### config.mk
export PLATFORM = sky130hd
export DESIGN_NAME = multicycle_control_unit
export DESIGN_NICKNAME = d
export VERILOG_FILES = /design/src/rtl/control_pkg.sv /design/src/rtl/control_output_decode.sv /design/src/rtl/multicycle_control_unit.sv
export SDC_FILE = /design/constraint.sdc
export NUM_CORES = 1
export LEC_CHECK = 0
export CORE_ASPECT_RATIO = 1.75
export CORE_MARGIN = 4
export CORE_UTILIZATION = 38
export CTS_CLUSTER_DIAMETER = 30
export DETAILED_ROUTE_END_ITERATION = 10
export PLACE_DENSITY = 0.8
export REMOVE_ABC_BUFFERS = 1
export SYNTH_ARGS = -nofsm -noshare
export SYNTH_HDL_FRONTEND = slang
export SYNTH_HIERARCHICAL = 1
export SYNTH_SLANG_ARGS = --single-unit
### constraint.sdc
create_clock -name clock -period 1.75 [get_ports clock]
set_clock_uncertainty 0.1 [all_clocks]
set_input_delay 0.35 -clock clock [delete_from_list [all_inputs] [get_ports clock]]
set_output_delay 0.35 -clock clock [all_outputs]
set_load 0.05 [all_outputs]
### src/rtl/control_pkg.sv
// control_pkg: states, opcodes, mux selects and output bundle for the multicycle control unit (OVERFLOW_TRAP_EN adds TRAP)
package control_pkg;
  typedef enum logic [3:0] {
    FETCH, DECODE, EXEC, WB, MEMRD, STORE, BRANCH, CALL, RET, HALT
`ifdef OVERFLOW_TRAP_EN
    , TRAP
`endif
  } state_t;
  localparam logic [3:0] OP_NOP  = 4'h0;
  localparam logic [3:0] OP_AADD = 4'h1;
  localparam logic [3:0] OP_ASUB = 4'h2;
  localparam logic [3:0] OP_LDM  = 4'h3;
  localparam logic [3:0] OP_LDS  = 4'h4;
  localparam logic [3:0] OP_STM  = 4'h5;
  localparam logic [3:0] OP_CMP  = 4'h6;
  localparam logic [3:0] OP_JMP  = 4'h7;
  localparam logic [3:0] OP_BEQ  = 4'h8;
  localparam logic [3:0] OP_CALL = 4'h9;
  localparam logic [3:0] OP_RET  = 4'hA;
  localparam logic [3:0] OP_HALT = 4'hF;
  localparam logic [3:0] ALU_ADD = 4'd2;
  localparam logic [3:0] ALU_SUB = 4'd3;
  localparam logic [2:0] TRAP_PC_SEL = 3'd4;
  localparam logic [2:0] MEMDST_SHELLEY = 3'd3;
  localparam logic [2:0] PCSRC_IMM = 3'd1;
  localparam logic [2:0] PCSRC_RA = 3'd2;
  localparam logic [2:0] SPSRC_DEC = 3'd1;
  localparam logic [2:0] SPSRC_INC = 3'd2;
  localparam logic [1:0] REGSRC_ALU = 2'd1;
  localparam logic RASRC_FAULT = 1'b1;
  typedef struct packed {
    logic       mem_write;
    logic [1:0] mem_src;
    logic [2:0] mem_dst;
    logic       pc_write;
    logic [2:0] pc_src;
    logic       sp_write;
    logic [2:0] sp_src;
    logic       inst_write;
    logic       mary_write;
    logic [1:0] mary_src;
    logic       shelley_write;
    logic [1:0] shelley_src;
    logic       comp_write;
    logic       ra_write;
    logic       ra_src;
    logic       src_a;
    logic [1:0] src_b;
    logic [3:0] alu_op;
    logic       halted;
    logic       trap;
  } ctrl_t;
endpackage

### src/rtl/control_output_decode.sv
// control_output_decode: Moore decode of state + opcode into the datapath control bundle
module control_output_decode
  import control_pkg::*;
(
  input  state_t     state_i,
  input  logic [3:0] opcode_i,
  input  logic       comp_i,
  output ctrl_t      ctrl_o
);
  // every field defaults to 0 so each state only names the enables it raises
  always_comb begin
    ctrl_o = '0;
    case (state_i)
      FETCH: begin
        ctrl_o.inst_write = 1'b1;
        ctrl_o.pc_write = 1'b1;
      end
      EXEC: begin
        ctrl_o.alu_op = (opcode_i == OP_AADD) ? ALU_ADD : ALU_SUB;
        ctrl_o.comp_write = (opcode_i == OP_CMP);
      end
      WB: begin
        ctrl_o.mary_write = 1'b1;
        ctrl_o.mary_src = REGSRC_ALU;
      end
      MEMRD: begin
        ctrl_o.pc_write = 1'b1;
        ctrl_o.mary_write = (opcode_i == OP_LDM);
        ctrl_o.shelley_write = (opcode_i == OP_LDS);
      end
      STORE: begin
        ctrl_o.mem_write = 1'b1;
        ctrl_o.mem_dst = MEMDST_SHELLEY;
      end
      BRANCH: begin
        ctrl_o.pc_write = (opcode_i == OP_JMP) | comp_i;
        ctrl_o.pc_src = PCSRC_IMM;
      end
      CALL: begin
        ctrl_o.ra_write = 1'b1;
        ctrl_o.sp_write = 1'b1;
        ctrl_o.sp_src = SPSRC_DEC;
        ctrl_o.pc_write = 1'b1;
        ctrl_o.pc_src = PCSRC_IMM;
      end
      RET: begin
        ctrl_o.pc_write = 1'b1;
        ctrl_o.pc_src = PCSRC_RA;
        ctrl_o.sp_write = 1'b1;
        ctrl_o.sp_src = SPSRC_INC;
      end
      HALT: ctrl_o.halted = 1'b1;
`ifdef OVERFLOW_TRAP_EN
      TRAP: begin
        ctrl_o.pc_write = 1'b1;
        ctrl_o.pc_src = TRAP_PC_SEL;
        ctrl_o.ra_write = 1'b1;
        ctrl_o.ra_src = RASRC_FAULT;
        ctrl_o.trap = 1'b1;
      end
`endif
      default: ;
    endcase
  end
endmodule

### src/rtl/multicycle_control_unit.sv
// multicycle_control_unit: multicycle FSM for the mary/shelley datapath; OVERFLOW_TRAP_EN enables the overflow trap
module multicycle_control_unit
  import control_pkg::*;
(
  input  logic        clock,
  input  logic        reset,
  input  logic [15:0] instruction,
  input  logic        comp,
  input  logic        overflow,
  output logic        MemWrite,
  output logic [1:0]  MemSrc,
  output logic [2:0]  MemDst,
  output logic        PCWrite,
  output logic [2:0]  PCSrc,
  output logic        SPWrite,
  output logic [2:0]  SPSrc,
  output logic        InstWrite,
  output logic        mary_write,
  output logic [1:0]  mary_src,
  output logic        shelley_write,
  output logic [1:0]  shelley_src,
  output logic        comp_write,
  output logic        ra_write,
  output logic        ra_src,
  output logic        SrcA,
  output logic [1:0]  SrcB,
  output logic [3:0]  AluOp,
  output logic        halted,
  output logic        trap
);
  state_t state_q, state_d;
  logic active_q;
  ctrl_t dec, o;
  logic [3:0] op;
  logic unused_bits;
  assign op = instruction[15:12];
  assign unused_bits = ^{instruction[11:0], overflow};
  // active_q holds outputs at zero through reset and the first edge after release
  always_ff @(posedge clock or negedge reset) begin
    if (!reset) begin
      state_q <= FETCH;
      active_q <= 1'b0;
    end else begin
      state_q <= state_d;
      active_q <= 1'b1;
    end
  end
  // next-state sequencing; undefined opcodes fall back to FETCH as a NOP
  always_comb begin
    state_d = FETCH;
    case (state_q)
      FETCH: state_d = DECODE;
      DECODE:
        case (op)
          OP_AADD, OP_ASUB, OP_CMP: state_d = EXEC;
          OP_LDM, OP_LDS: state_d = MEMRD;
          OP_STM: state_d = STORE;
          OP_JMP, OP_BEQ: state_d = BRANCH;
          OP_CALL: state_d = CALL;
          OP_RET: state_d = RET;
          OP_HALT: state_d = HALT;
          default: state_d = FETCH;
        endcase
`ifdef OVERFLOW_TRAP_EN
      EXEC: state_d = (op == OP_CMP) ? FETCH : overflow ? TRAP : WB;
`else
      EXEC: state_d = (op == OP_CMP) ? FETCH : WB;
`endif
      HALT: state_d = HALT;
      default: state_d = FETCH;
    endcase
    if (!active_q) state_d = FETCH;
  end
  control_output_decode u_dec (
    .state_i (state_q),
    .opcode_i(op),
    .comp_i  (comp),
    .ctrl_o  (dec)
  );
  assign o = active_q ? dec : '0;
  assign MemWrite = o.mem_write;
  assign MemSrc = o.mem_src;
  assign MemDst = o.mem_dst;
  assign PCWrite = o.pc_write;
  assign PCSrc = o.pc_src;
  assign SPWrite = o.sp_write;
  assign SPSrc = o.sp_src;
  assign InstWrite = o.inst_write;
  assign mary_write = o.mary_write;
  assign mary_src = o.mary_src;
  assign shelley_write = o.shelley_write;
  assign shelley_src = o.shelley_src;
  assign comp_write = o.comp_write;
  assign ra_write = o.ra_write;
  assign ra_src = o.ra_src;
  assign SrcA = o.src_a;
  assign SrcB = o.src_b;
  assign AluOp = o.alu_op;
  assign halted = o.halted;
  assign trap = o.trap;
endmodule
==> summary.txt <==
violations in the final reports -> setup timing
flop count -> 5
number of non-clock inverters in the layout -> 4
synthesized area divided by synthesized cell count -> 7.58 um^2
multi-input combinational area share -> 48.6%
die area -> 0.00332 mm^2
Worst Setup EP -> PCWrite
top post-synthesis cells by count -> sky130_fd_sc_hd__and2_1 (34), sky130_fd_sc_hd__buf_4 (21), sky130_fd_sc_hd__dfrtp_1 (5), sky130_fd_sc_hd__nand2_1 (5)
met1 wire length -> 1.03 mm
Diodes inserted -> 0
most common cell after layout, fill and taps aside -> sky130_fd_sc_hd__buf_4
routed via count -> 955
proportion of layout cells with a drive suffix above 1 -> 56.0%
data arrival time of the worst path -> 1.54 ns
top cells by area, synth -> sky130_fd_sc_hd__and2_1 (23%), sky130_fd_sc_hd__buf_4 (17%), sky130_fd_sc_hd__dfrtp_1 (14%)
minimum clock period after layout -> 1.99 ns
Post-CTS Setup Repair Bufs -> 6
most frequently used cell type in the post-synthesis netlist -> sky130_fd_sc_hd__and2_1
total combinational power -> 0.000475 W
final total negative setup slack -> -2.03 ns
final setup violating endpoints -> 18
delay-heaviest family, CP -> flip-flops
TritonCTS clock tree -> yes
DR WL/cell -> 15.6 um
Top Consumer -> combinational logic
met3 track demand over resource -> 1.72%
Cell Area, Synth -> 925 um^2
sequential share of cell area -> 7.69%
Critical Path Source -> state_q[0]
final setup margin -> -0.237 ns
cells along the critical path -> buf_4, nand2b_4, buf_4, nand2_1, a21oi_2, and2_4, buf_12
RD Place Congestion -> 0.892
data required time at the worst endpoint -> 1.30 ns
fraction of the mapped netlist area in simple logic gates -> 49.8%
wire length of the first global-routing pass -> 4.43 mm
switching pwr -> 0.000335 W
number of pins exceeding their max-slew limit in the final report -> 0
number of global-route vias before repair -> 1,017
clk sinks -> 5
layout clock buffer count -> 4
mux share of post-synthesis cell area -> 2.44%
Post-Place Setup Slack -> -0.558 ns
footprint of the flip-flops and latches -> 130 um^2
number of iterations in the first detailed-routing pass -> 4
hold slack final -> 0.259 ns
Register-to-Register Setup Slack -> 0.09 ns
number of cells after detailed placement -> 180
outcome -> complete, but fails checks
share of total power in sequential cells -> 17.7%
GR Layer Usage met1 -> 16.8%
multi-input gates -> 103
most used flip-flop cell -> sky130_fd_sc_hd__dfrtp_1
residual overflow from global routing -> 0
clk latency late pin -> 0.22 ns
share of the core filled with cells -> 73.5%
Layout Area Growth over Synthesis -> 82.9%
clock distribution power -> 0.000208 W
count of nets after finishing -> 192
tapcells inserted -> 25
==> images/closeup.png <==
Region (24, 8) to (44, 28) um. Cells in grey, sequential cells in the stronger grey; small squares are vias.
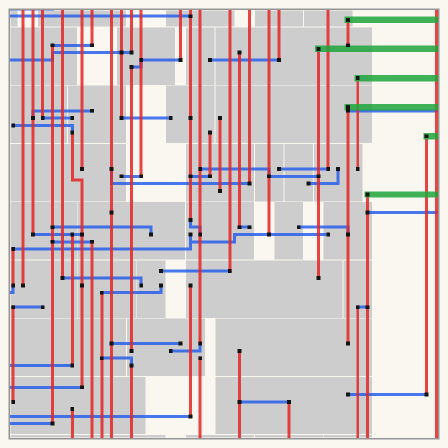
Key: red = M2; green = M3; blue = M1
Sequential cells in the window: 0. 27 logic cells have their middle in the window. Most frequent: buf_12 (7), conb_1 (5).

==> images/clock_wires.png <==
Scale: 4 px per um.
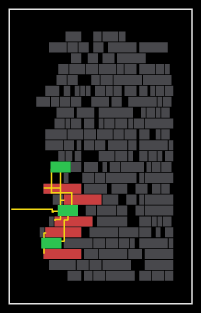
Key: red = flip-flops [count 5]; yellow = clock wires [length 73.0 um]; green = clock-net drivers [count 3]
There are 4 routed clock nets.

==> images/layers.png <==
Scale: 6 px per um.
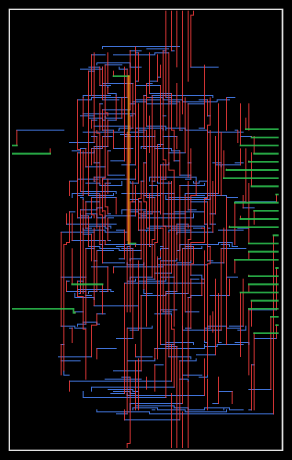
Key: orange = M4 [wire length 27.9 um]; red = M2 [wire length 1,800 um]; blue = M1 [wire length 1,030 um]; green = M3 [wire length 147 um]

==> images/gates.png <==
Scale: 6 px per um.
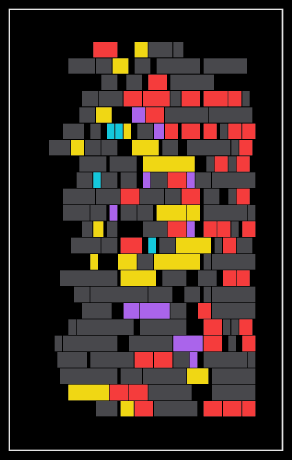
Key: red = and/or cells [cells 41, most used and2_1]; yellow = nor cells [cells 18]; cyan = inv cells [cells 4, most used inv_1]; purple = nand cells [cells 10, most used nand2_1]

No activity file was given, so power comes from the tool's default toggle rates.
